## config.mk

```make
export PLATFORM = sky130hd
export DESIGN_NAME = obi_tcdm_arbiter
export DESIGN_NICKNAME = d
export VERILOG_FILES = /design/src/rtl/obi_tcdm_arbiter_pkg.sv /design/src/rtl/obi_tcdm_arbiter_idx_fifo.sv /design/src/rtl/obi_tcdm_arbiter.sv
export SDC_FILE = /design/constraint.sdc
export NUM_CORES = 1
export LEC_CHECK = 0
export CORE_AREA = 3 3 128 130
export CTS_CLUSTER_SIZE = 16
export DETAILED_ROUTE_END_ITERATION = 6
export DIE_AREA = 0 0 131 133
export PLACE_DENSITY_LB_ADDON = 0.05
export SLEW_MARGIN = 20
export SYNTH_ARGS = -nofsm -noshare
export SYNTH_HDL_FRONTEND = slang
export SYNTH_HIERARCHICAL = 1
export SYNTH_SLANG_ARGS = --single-unit
```

## constraint.sdc

```tcl
create_clock -name clk_i -period 4.3 [get_ports clk_i]
set_clock_uncertainty 0.2 [all_clocks]
set_input_delay 0.86 -clock clk_i [delete_from_list [all_inputs] [get_ports clk_i]]
set_output_delay 0.86 -clock clk_i [all_outputs]
set_load 0.02 [all_outputs]
```

## src/rtl/obi_tcdm_arbiter_pkg.sv

```systemverilog
// Shared types and helpers for the OBI-to-TCDM round-robin arbiter.
// The default struct types fix 32-bit address and data with byte strobes.
package obi_tcdm_arbiter_pkg;

    typedef enum logic [3:0] {
        AMONone = 4'h0,
        AMOSwap = 4'h1,
        AMOAdd  = 4'h2
    } amo_op_e;

    typedef struct packed {
        logic [31:0] addr;
        logic        we;
        logic [3:0]  be;
        logic [31:0] wdata;
    } obi_a_chan_t;

    typedef struct packed {
        logic        req;
        obi_a_chan_t a;
    } obi_req_t;

    typedef struct packed {
        logic [31:0] rdata;
        logic        rid;
        logic        err;
        logic        r_optional;
    } obi_r_chan_t;

    typedef struct packed {
        logic        gnt;
        logic        rvalid;
        obi_r_chan_t r;
    } obi_rsp_t;

    typedef struct packed {
        logic [31:0] addr;
        logic        write;
        amo_op_e     amo;
        logic [31:0] data;
        logic [3:0]  strb;
        logic        user;
    } tcdm_q_t;

    typedef struct packed {
        logic    q_valid;
        tcdm_q_t q;
    } tcdm_req_t;

    typedef struct packed {
        logic [31:0] data;
    } tcdm_p_t;

    typedef struct packed {
        logic    q_ready;
        logic    p_valid;
        tcdm_p_t p;
    } tcdm_rsp_t;

    // Index width that never collapses to zero bits for a single entry.
    function automatic int unsigned idx_width(int unsigned n);
        return (n > 1) ? $clog2(n) : 1;
    endfunction

endpackage

```

## src/rtl/obi_tcdm_arbiter_idx_fifo.sv

```systemverilog
// In-order FIFO of requester indices with synchronous active-low reset.
// The caller must not push when full nor pop when empty.
module obi_tcdm_arbiter_idx_fifo
    import obi_tcdm_arbiter_pkg::*;
#(
    parameter int unsigned Width = 1,
    parameter int unsigned Depth = 4,
    localparam int unsigned UsageW = $clog2(Depth + 1)
) (
    input  logic              clk_i,
    input  logic              rst_ni,
    input  logic              push_i,
    input  logic [Width-1:0]  data_i,
    input  logic              pop_i,
    output logic [Width-1:0]  data_o,
    output logic              full_o,
    output logic              empty_o,
    output logic [UsageW-1:0] usage_o
);
    localparam int unsigned PtrW = idx_width(Depth);

    logic [Width-1:0]  mem_q [Depth];
    logic [Width-1:0]  mem_d [Depth];
    logic [PtrW-1:0]   wptr_q, wptr_d;
    logic [PtrW-1:0]   rptr_q, rptr_d;
    logic [UsageW-1:0] count_q, count_d;

    // Pointers wrap explicitly so non-power-of-two depths work.
    function automatic logic [PtrW-1:0] ptr_inc(logic [PtrW-1:0] p);
        return (p == PtrW'(Depth - 1)) ? '0 : p + PtrW'(1);
    endfunction

    always_comb begin
        mem_d   = mem_q;
        wptr_d  = wptr_q;
        rptr_d  = rptr_q;
        count_d = count_q;
        if (push_i) begin
            mem_d[wptr_q] = data_i;
            wptr_d        = ptr_inc(wptr_q);
        end
        if (pop_i) begin
            rptr_d = ptr_inc(rptr_q);
        end
        if (push_i && !pop_i) begin
            count_d = count_q + UsageW'(1);
        end else if (pop_i && !push_i) begin
            count_d = count_q - UsageW'(1);
        end
    end

    always_ff @(posedge clk_i) begin
        mem_q <= mem_d;
        if (!rst_ni) begin
            wptr_q  <= '0;
            rptr_q  <= '0;
            count_q <= '0;
        end else begin
            wptr_q  <= wptr_d;
            rptr_q  <= rptr_d;
            count_q <= count_d;
        end
    end

    assign data_o  = mem_q[rptr_q];
    assign full_o  = (count_q == UsageW'(Depth));
    assign empty_o = (count_q == '0);
    assign usage_o = count_q;
endmodule

```

## src/rtl/obi_tcdm_arbiter.sv

```systemverilog
// Round-robin arbiter sharing one TCDM port among NumReq OBI requesters,
// routing each in-order TCDM response back to its issuer via an index FIFO.
module obi_tcdm_arbiter
    import obi_tcdm_arbiter_pkg::*;
#(
    parameter type         obi_req_t      = obi_tcdm_arbiter_pkg::obi_req_t,
    parameter type         obi_rsp_t      = obi_tcdm_arbiter_pkg::obi_rsp_t,
    parameter type         tcdm_req_t     = obi_tcdm_arbiter_pkg::tcdm_req_t,
    parameter type         tcdm_rsp_t     = obi_tcdm_arbiter_pkg::tcdm_rsp_t,
    parameter int unsigned NumReq         = 2,
    parameter int unsigned MaxOutstanding = 4,
    localparam int unsigned UsageW        = $clog2(MaxOutstanding + 1)
) (
    input  logic                    clk_i,
    input  logic                    rst_ni,
    input  obi_req_t  [NumReq-1:0]  obi_req_i,
    output obi_rsp_t  [NumReq-1:0]  obi_rsp_o,
    output tcdm_req_t               tcdm_req_o,
    input  tcdm_rsp_t               tcdm_rsp_i,
    output logic [UsageW-1:0]       outstanding_o,
    output logic                    rsp_err_o
);
    localparam int unsigned IdxW = idx_width(NumReq);
    typedef logic [IdxW-1:0] idx_t;

    idx_t rr_q, rr_d;
    logic lock_q, lock_d;
    idx_t lock_idx_q, lock_idx_d;

    idx_t winner;
    logic any_req, q_valid, hs;
    logic fifo_full, fifo_empty, pop;
    idx_t head;

    // First requester at or after rr_q wins; an unaccepted request stays locked.
    always_comb begin
        winner  = rr_q;
        any_req = 1'b0;
        for (int i = NumReq - 1; i >= 0; i--) begin
            if (obi_req_i[(int'(rr_q) + i) % NumReq].req) begin
                winner  = idx_t'((int'(rr_q) + i) % NumReq);
                any_req = 1'b1;
            end
        end
        if (lock_q) begin
            winner = lock_idx_q;
        end
    end

    // Handshake: a TCDM request transfers in a cycle where q_valid and
    // q_ready are both high; q_valid never waits on q_ready, and once raised
    // the request is held stable through the lock until it transfers.
    assign q_valid = rst_ni && (any_req || lock_q) && !fifo_full;
    assign hs      = q_valid && tcdm_rsp_i.q_ready;
    assign pop     = rst_ni && tcdm_rsp_i.p_valid && !fifo_empty;

    always_comb begin
        rr_d       = rr_q;
        lock_d     = lock_q;
        lock_idx_d = lock_idx_q;
        if (hs) begin
            rr_d   = (int'(winner) == NumReq - 1) ? '0 : winner + idx_t'(1);
            lock_d = 1'b0;
        end else if (q_valid) begin
            lock_d     = 1'b1;
            lock_idx_d = winner;
        end
        if (NumReq == 1) begin
            rr_d = '0;
        end
    end

    always_ff @(posedge clk_i) begin
        if (!rst_ni) begin
            rr_q       <= '0;
            lock_q     <= 1'b0;
            lock_idx_q <= '0;
        end else begin
            rr_q       <= rr_d;
            lock_q     <= lock_d;
            lock_idx_q <= lock_idx_d;
        end
    end

    always_comb begin
        tcdm_req_o         = '0;
        tcdm_req_o.q_valid = q_valid;
        tcdm_req_o.q.addr  = obi_req_i[winner].a.addr;
        tcdm_req_o.q.write = obi_req_i[winner].a.we;
        tcdm_req_o.q.data  = obi_req_i[winner].a.wdata;
        tcdm_req_o.q.strb  = obi_req_i[winner].a.be;
        tcdm_req_o.q.amo   = AMONone;
        tcdm_req_o.q.user  = '0;
    end

    always_comb begin
        obi_rsp_o = '0;
        for (int i = 0; i < NumReq; i++) begin
            obi_rsp_o[i].gnt     = hs && (winner == idx_t'(i));
            obi_rsp_o[i].rvalid  = pop && (head == idx_t'(i));
            obi_rsp_o[i].r.rdata = tcdm_rsp_i.p.data;
        end
    end

    assign rsp_err_o = rst_ni && tcdm_rsp_i.p_valid && fifo_empty;

    obi_tcdm_arbiter_idx_fifo #(
        .Width (IdxW),
        .Depth (MaxOutstanding)
    ) i_idx_fifo (
        .clk_i   (clk_i),
        .rst_ni  (rst_ni),
        .push_i  (hs),
        .data_i  (winner),
        .pop_i   (pop),
        .data_o  (head),
        .full_o  (fifo_full),
        .empty_o (fifo_empty),
        .usage_o (outstanding_o)
    );
endmodule

```

==> impl_table.tex, run 1 <==
% Auto-generated results table
\begin{tabular}{lr}
\hline
Metric & Value \\
\hline
\multicolumn{2}{l}{\textbf{Timing}} \\
\quad Count of final max-slew check failures & 0 \\
\quad Final setup violation count & 0 \\
\quad Time the final worst path needs with I/O delays and setup & 4.12 ns \\
\quad Fraction of the cycle the final worst path needs & 95.8\% \\
\multicolumn{2}{l}{\textbf{Synthesis}} \\
\quad Post-synth area hogs & sky130\_fd\_sc\_hd\_\_mux2\_4, sky130\_fd\_sc\_hd\_\_buf\_4, sky130\_fd\_sc\_hd\_\_dfxtp\_1 \\
\quad Leading area contributor after synthesis & sky130\_fd\_sc\_hd\_\_mux2\_4 \\
\quad Total cells reported by yosys after synthesis & 228 \\
\quad Yosys simple share & 6.58\% \\
\quad Parity-gate share of the synthesized area counting xor and xnor cells & 0.698\% \\
\quad Synth flops & 14 \\
\quad Count of flip-flops with a built-in enable after synthesis & 4 \\
\quad Most frequent cell after synthesis & sky130\_fd\_sc\_hd\_\_buf\_4 \\
\quad Cell variety after synth & 31 \\
\quad Adder Share, Synth & 3.79\% \\
\quad Netlist Area Pre-Place & 0.00251 mm² \\
\quad Synth async-reset ratio & 0\% \\
\quad Post-synthesis cell count & 228 \\
\multicolumn{2}{l}{\textbf{Global routing}} \\
\quad Maximum number of pins on one net before global-route repair & 19 \\
\quad Vias in the first global route & 2181 \\
\multicolumn{2}{l}{\textbf{Clocking}} \\
\quad Post-cts hold-fix buffer tally & 0 \\
\quad TritonCTS clock tree & done \\
\quad Number of buffers added by the clock tree synthesis step & 3 \\
\quad Clock transition at the register clock pins on the worst setup and hold paths after CTS & 0.05 ns \\
\quad Clk root buf & sky130\_fd\_sc\_hd\_\_clkbuf\_16 \\
\quad Total number of clock tree sinks & 14 \\
\multicolumn{2}{l}{\textbf{Placed design}} \\
\quad Number of I/O port buffers & 221 \\
\multicolumn{2}{l}{\textbf{Finish}} \\
\quad Antenna diode count & 0 \\
\quad Register area & 320 µm² \\
\quad Final instance count without filler cells & 597 \\
\multicolumn{2}{l}{\textbf{Setup path}} \\
\quad Endpoint class of the critical path & primary output \\
\quad Critical Path Slowest Stage Cell & sky130\_fd\_sc\_hd\_\_clkdlybuf4s50\_1 \\
\quad Startpoint class of the critical path & input port \\
\quad Data required time at the worst endpoint & 3.24 ns \\
\multicolumn{2}{l}{\textbf{Power}} \\
\quad Flop pwr share & 14.5\% \\
\quad Seq pwr & 0.181 mW \\
\multicolumn{2}{l}{\textbf{Outcome}} \\
\quad Run status & completed \\
\multicolumn{2}{l}{\textbf{Drt}} \\
\quad Violation tally from detailed-route iteration zero & 41 \\
\quad Final antenna-violating net count & 0 \\
\hline
\end{tabular}
[run 1: layer usage]
layer	wire (µm)	track usage (%)	share of wire, %
met1	3730	11.5	34
met5	0	0	0
met2	5840	21.5	54
met3	1230	4.12	11
met4	21	0.686	0.19
[run 1: cell type report]
class / count / area share [%]
repair buffers: 227 / 51.4
multi-input cells: 134 / 33.0
flip-flops and latches: 14 / 7.14
well taps: 211 / 5.89
clock buffers: 3 / 1.67
inverters: 7 / 0.753
clock inverters: 1 / 0.0837
[run 1: flip-flops by register name, summed over array words and instances (netlist names)]
name,count
i_idx_fifo/mem_q,4
i_idx_fifo/rptr_q,2
i_idx_fifo/usage_o,3
lock_q,1
lock_idx_q,1
rr_q,1
i_idx_fifo/wptr_q,2
[run 1: path summary, 6_finish.rpt]
path | end | cells after the start | slack, ns | from
max | tcdm_req_o[6] | 8 | 0.18 | obi_req_i[69]
min | rr_q | 2 | 0.29 | rr_q
max reg2reg | i_idx_fifo/usage_o[2] | 10 | 1.54 | i_idx_fifo/usage_o[0]
min reg2reg | rr_q | 2 | 0.29 | rr_q
[run 1: cell usage in the layout (no fill, tap or decap), drive strengths merged, types with 2 or more instances in the layout]
cell | Yosys | layout
clkdlybuf4s50 | 0 | 221
mux2 | 69 | 69
conb | 1 | 11
dfxtp | 10 | 10
and2 | 7 | 7
inv | 7 | 7
nor2 | 6 | 6
nor2b | 6 | 6
ha | 6 | 6
buf | 83 | 6
nor3 | 5 | 5
mux2i | 5 | 5
edfxtp | 4 | 4
nand2 | 3 | 3
clkbuf | 0 | 3
a21oi | 3 | 3
o21ai | 2 | 2
[run 1: critical path, delay by kind of cell]
family | cells | cell delay, ns
buf+inv | 5 | 1.44
compound gates | 2 | 0.41
mux | 1 | 0.32
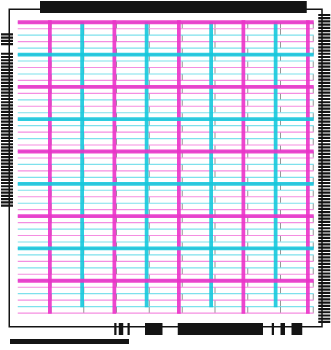
**Above:** run 1 (supply network).
The bar under the picture is 50 µm long. Pins as bars on the die edge. Tap cells in gray.
Key: VDD = cyan; VSS = magenta
329 signal pins sit on the boundary. 9 straps on met5. 46 met1 rails follow the rows. 9 straps on met4. 211 tap cells.
Worst IR Drop VDD: 0.000136 V
die y size: 133 µm
width of the die: 131 µm

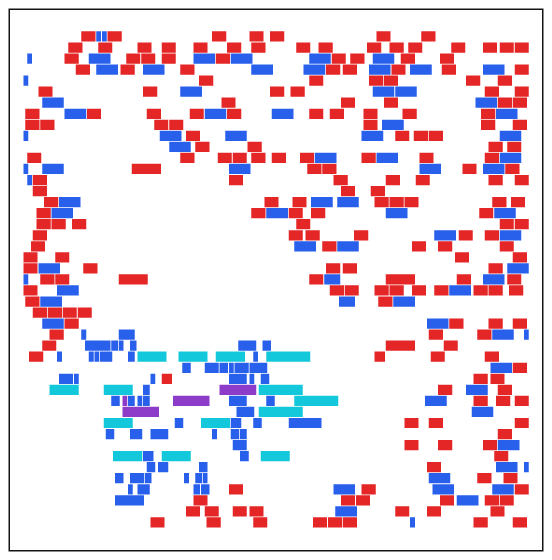
**Above:** run 1 (placement by cell class).
Key: remaining logic cells = blue [cells 141, share of their area 36%]; registers = cyan [cells 14, share of their area 7.6%]; clock drivers and dummy loads = purple [cells 4, share of their area 1.9%]; remaining buffers and delay cells = red [cells 227, share of their area 55%]
# rows: 45
Floorplan Core Area: 0.0153 mm²
Final Core Density: 29.4%
flip-flop and latch share of the layout cell area: 7.14%

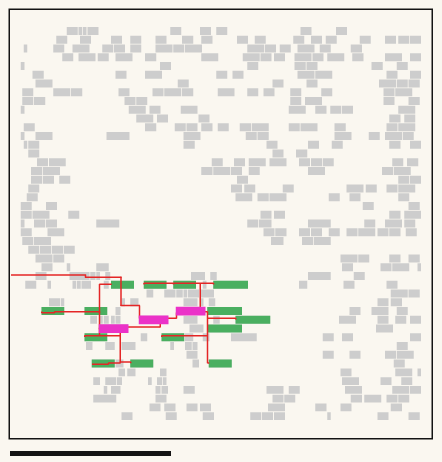
**Above:** run 1 (routed clock nets over the placement).
The bar under the picture is 50 µm long.
Key: clock-net drivers = magenta [count 3]; flip-flops = green [count 14]; clock wires = red [length 223 µm]
There are 4 routed clock nets.
part of the power in the clock network: 13.9%
clock latency of the later-clocked register in the worst-skew pair: 0.24 ns
Clock net power: 0.174 mW

==> run 2: changes to the inputs <==
Settings changed: SETUP_SLACK_MARGIN from default to 0.1.
==> impl_table.tex, run 2 <==
% Auto-generated results table
\begin{tabular}{lr}
\hline
Metric & Value \\
\hline
\multicolumn{2}{l}{\textbf{Global routing}} \\
\quad Vias in the first global route & 2181 \\
\quad Met2 Resource Use GR & 21.5\% \\
\quad Routing layer with the top usage in global route & met2 \\
\multicolumn{2}{l}{\textbf{Drt}} \\
\quad Sum of routed wire segments on met1 & 3750 µm \\
\quad Final antenna-violating net count & 0 \\
\quad Amount of wire on met2 after detailed routing & 5840 µm \\
\quad Routed length on met3 & 1230 µm \\
\multicolumn{2}{l}{\textbf{Outcome}} \\
\quad Run status & completed \\
\multicolumn{2}{l}{\textbf{Timing}} \\
\quad Time the final worst path needs with I/O delays and setup & 4.11 ns \\
\quad Final setup violation count & 0 \\
\multicolumn{2}{l}{\textbf{Setup path}} \\
\quad Number of cells on the critical path & 8 \\
\quad Critical Path Slowest Stage Cell & sky130\_fd\_sc\_hd\_\_clkdlybuf4s50\_1 \\
\quad Combined buffer and inverter count along the critical path & 5 \\
\quad Data required time at the worst endpoint & 3.24 ns \\
\quad Worst r2r src & i\_idx\_fifo/usage\_o[0] \\
\multicolumn{2}{l}{\textbf{Floorplanning}} \\
\quad Width of the die & 131 µm \\
\quad Die y size & 133 µm \\
\multicolumn{2}{l}{\textbf{Synthesis}} \\
\quad Count of flip-flops with a built-in enable after synthesis & 4 \\
\quad Post-synth area hogs & sky130\_fd\_sc\_hd\_\_mux2\_4, sky130\_fd\_sc\_hd\_\_buf\_4, sky130\_fd\_sc\_hd\_\_dfxtp\_1 \\
\quad Netlist Area Pre-Place & 0.00251 mm² \\
\quad Cell variety after synth & 31 \\
\quad Synth flops & 14 \\
\multicolumn{2}{l}{\textbf{Finish}} \\
\quad Final instance count without filler cells & 597 \\
\multicolumn{2}{l}{\textbf{Clocking}} \\
\quad Post-cts hold-fix buffer tally & 0 \\
\quad TritonCTS clock tree & done \\
\quad Clk root buf & sky130\_fd\_sc\_hd\_\_clkbuf\_16 \\
\multicolumn{2}{l}{\textbf{Placed design}} \\
\quad Number of I/O port buffers & 221 \\
\multicolumn{2}{l}{\textbf{Power}} \\
\quad Worst IR Drop VDD & 0.000136 V \\
\multicolumn{2}{l}{\textbf{Worst hold path}} \\
\quad Launch instance of the worst min-delay path & rr\_q \\
\quad Hold worst-path end & rr\_q \\
\hline
\end{tabular}
run 2: stage by stage:
stage,hold WS [ns],setup slack (ns)
after floorplan,0.264,1.32
after global placement,0.284,0.152
after detailed placement,0.290,0.153
after CTS,0.296,0.147
after global routing,0.353,0.0969
final,0.291,0.191
run 2: cell type report:
class,instances,area (µm²),share of cell area (%)
Sequential cell,14,320,7.10
Multi-Input combinational cell,134,1480,32.9
Clock inverter,1,3.75,0.0832
Timing Repair Buffer,227,2330,51.7
Tap cell,211,264,5.85
Clock buffer,3,75.1,1.66
Inverter,7,33.8,0.749
run 2: cells by family after synthesis:
logic type,Yosys count,share of synthesized area (%)
AOI/OAI and AO/OA,8,2.44
xor gates and xnor gates,2,0.698
adders and majority gates,7,3.79
buffers and inverters,90,29.7
DFF,14,12.8
muxes,75,43.9
other,1,0.149
and+or+nand+nor,31,6.58
run 2: power groups by stage:
stage	sequential (mW)	clock, mW	combinational, mW
after CTS	0.182	0.181	0.914
after global routing	0.187	0.187	0.951
after floorplan	0.189	0	0.617
after detailed placement	0.185	0	0.909
final	0.181	0.174	0.897
after global placement	0.185	0	0.913
run 2: how the worst max path moves through the flow:
| stage | slack, ns | from | endpoint |
|---|---|---|---|
| after global routing | 0.1 | obi_req_i[69] | tcdm_req_o[18] |
| after CTS | 0.15 | obi_req_i[69] | tcdm_req_o[43] |
| after global placement | 0.15 | obi_req_i[69] | tcdm_req_o[6] |
| final | 0.19 | obi_req_i[69] | tcdm_req_o[62] |
| after floorplan | 1.32 | obi_req_i[69] | tcdm_req_o[10] |
| after detailed placement | 0.15 | obi_req_i[69] | tcdm_req_o[4] |
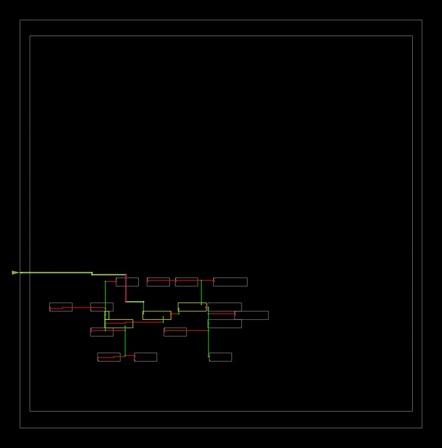
**Above:** run 2 (clock nets).
total number of clock tree sinks: 14
Flop Count: 14
number of buffers added by the clock tree synthesis step: 3

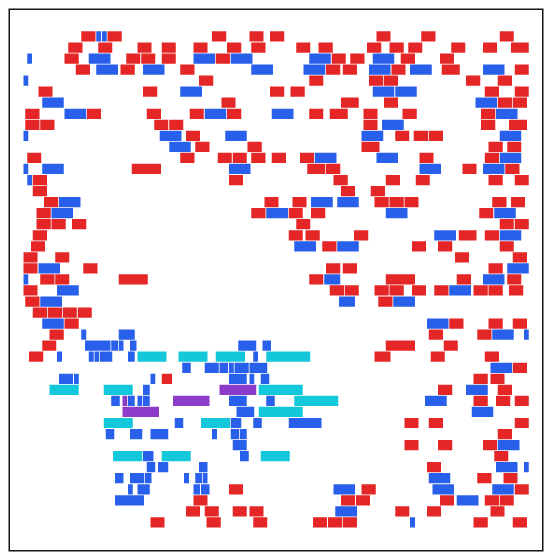
**Above:** run 2 (placement by cell class).
Key: remaining buffers and delay cells = red [cells 227, share of their area 55%]; registers = cyan [cells 14, share of their area 7.5%]; clock drivers and dummy loads = purple [cells 4, share of their area 1.9%]; remaining logic cells = blue [cells 141, share of their area 36%]
flip-flop and latch share of the layout cell area: 7.10%
Final Core Density: 29.6%

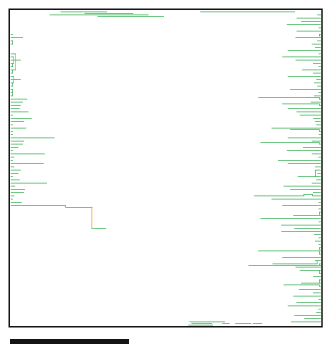
**Above:** run 2 (signal wires by layer).
The bar under the picture is 50 µm long. Only two layers are drawn.
Key: M4 = orange [wire length 21.1 µm]; M3 = green [wire length 1230 µm]
WL per Instance: 18.2 µm
combined global-route utilization of all metal layers: 11.0%
routed via count: 2118

No activity file was given, so power comes from the tool's default toggle rates.
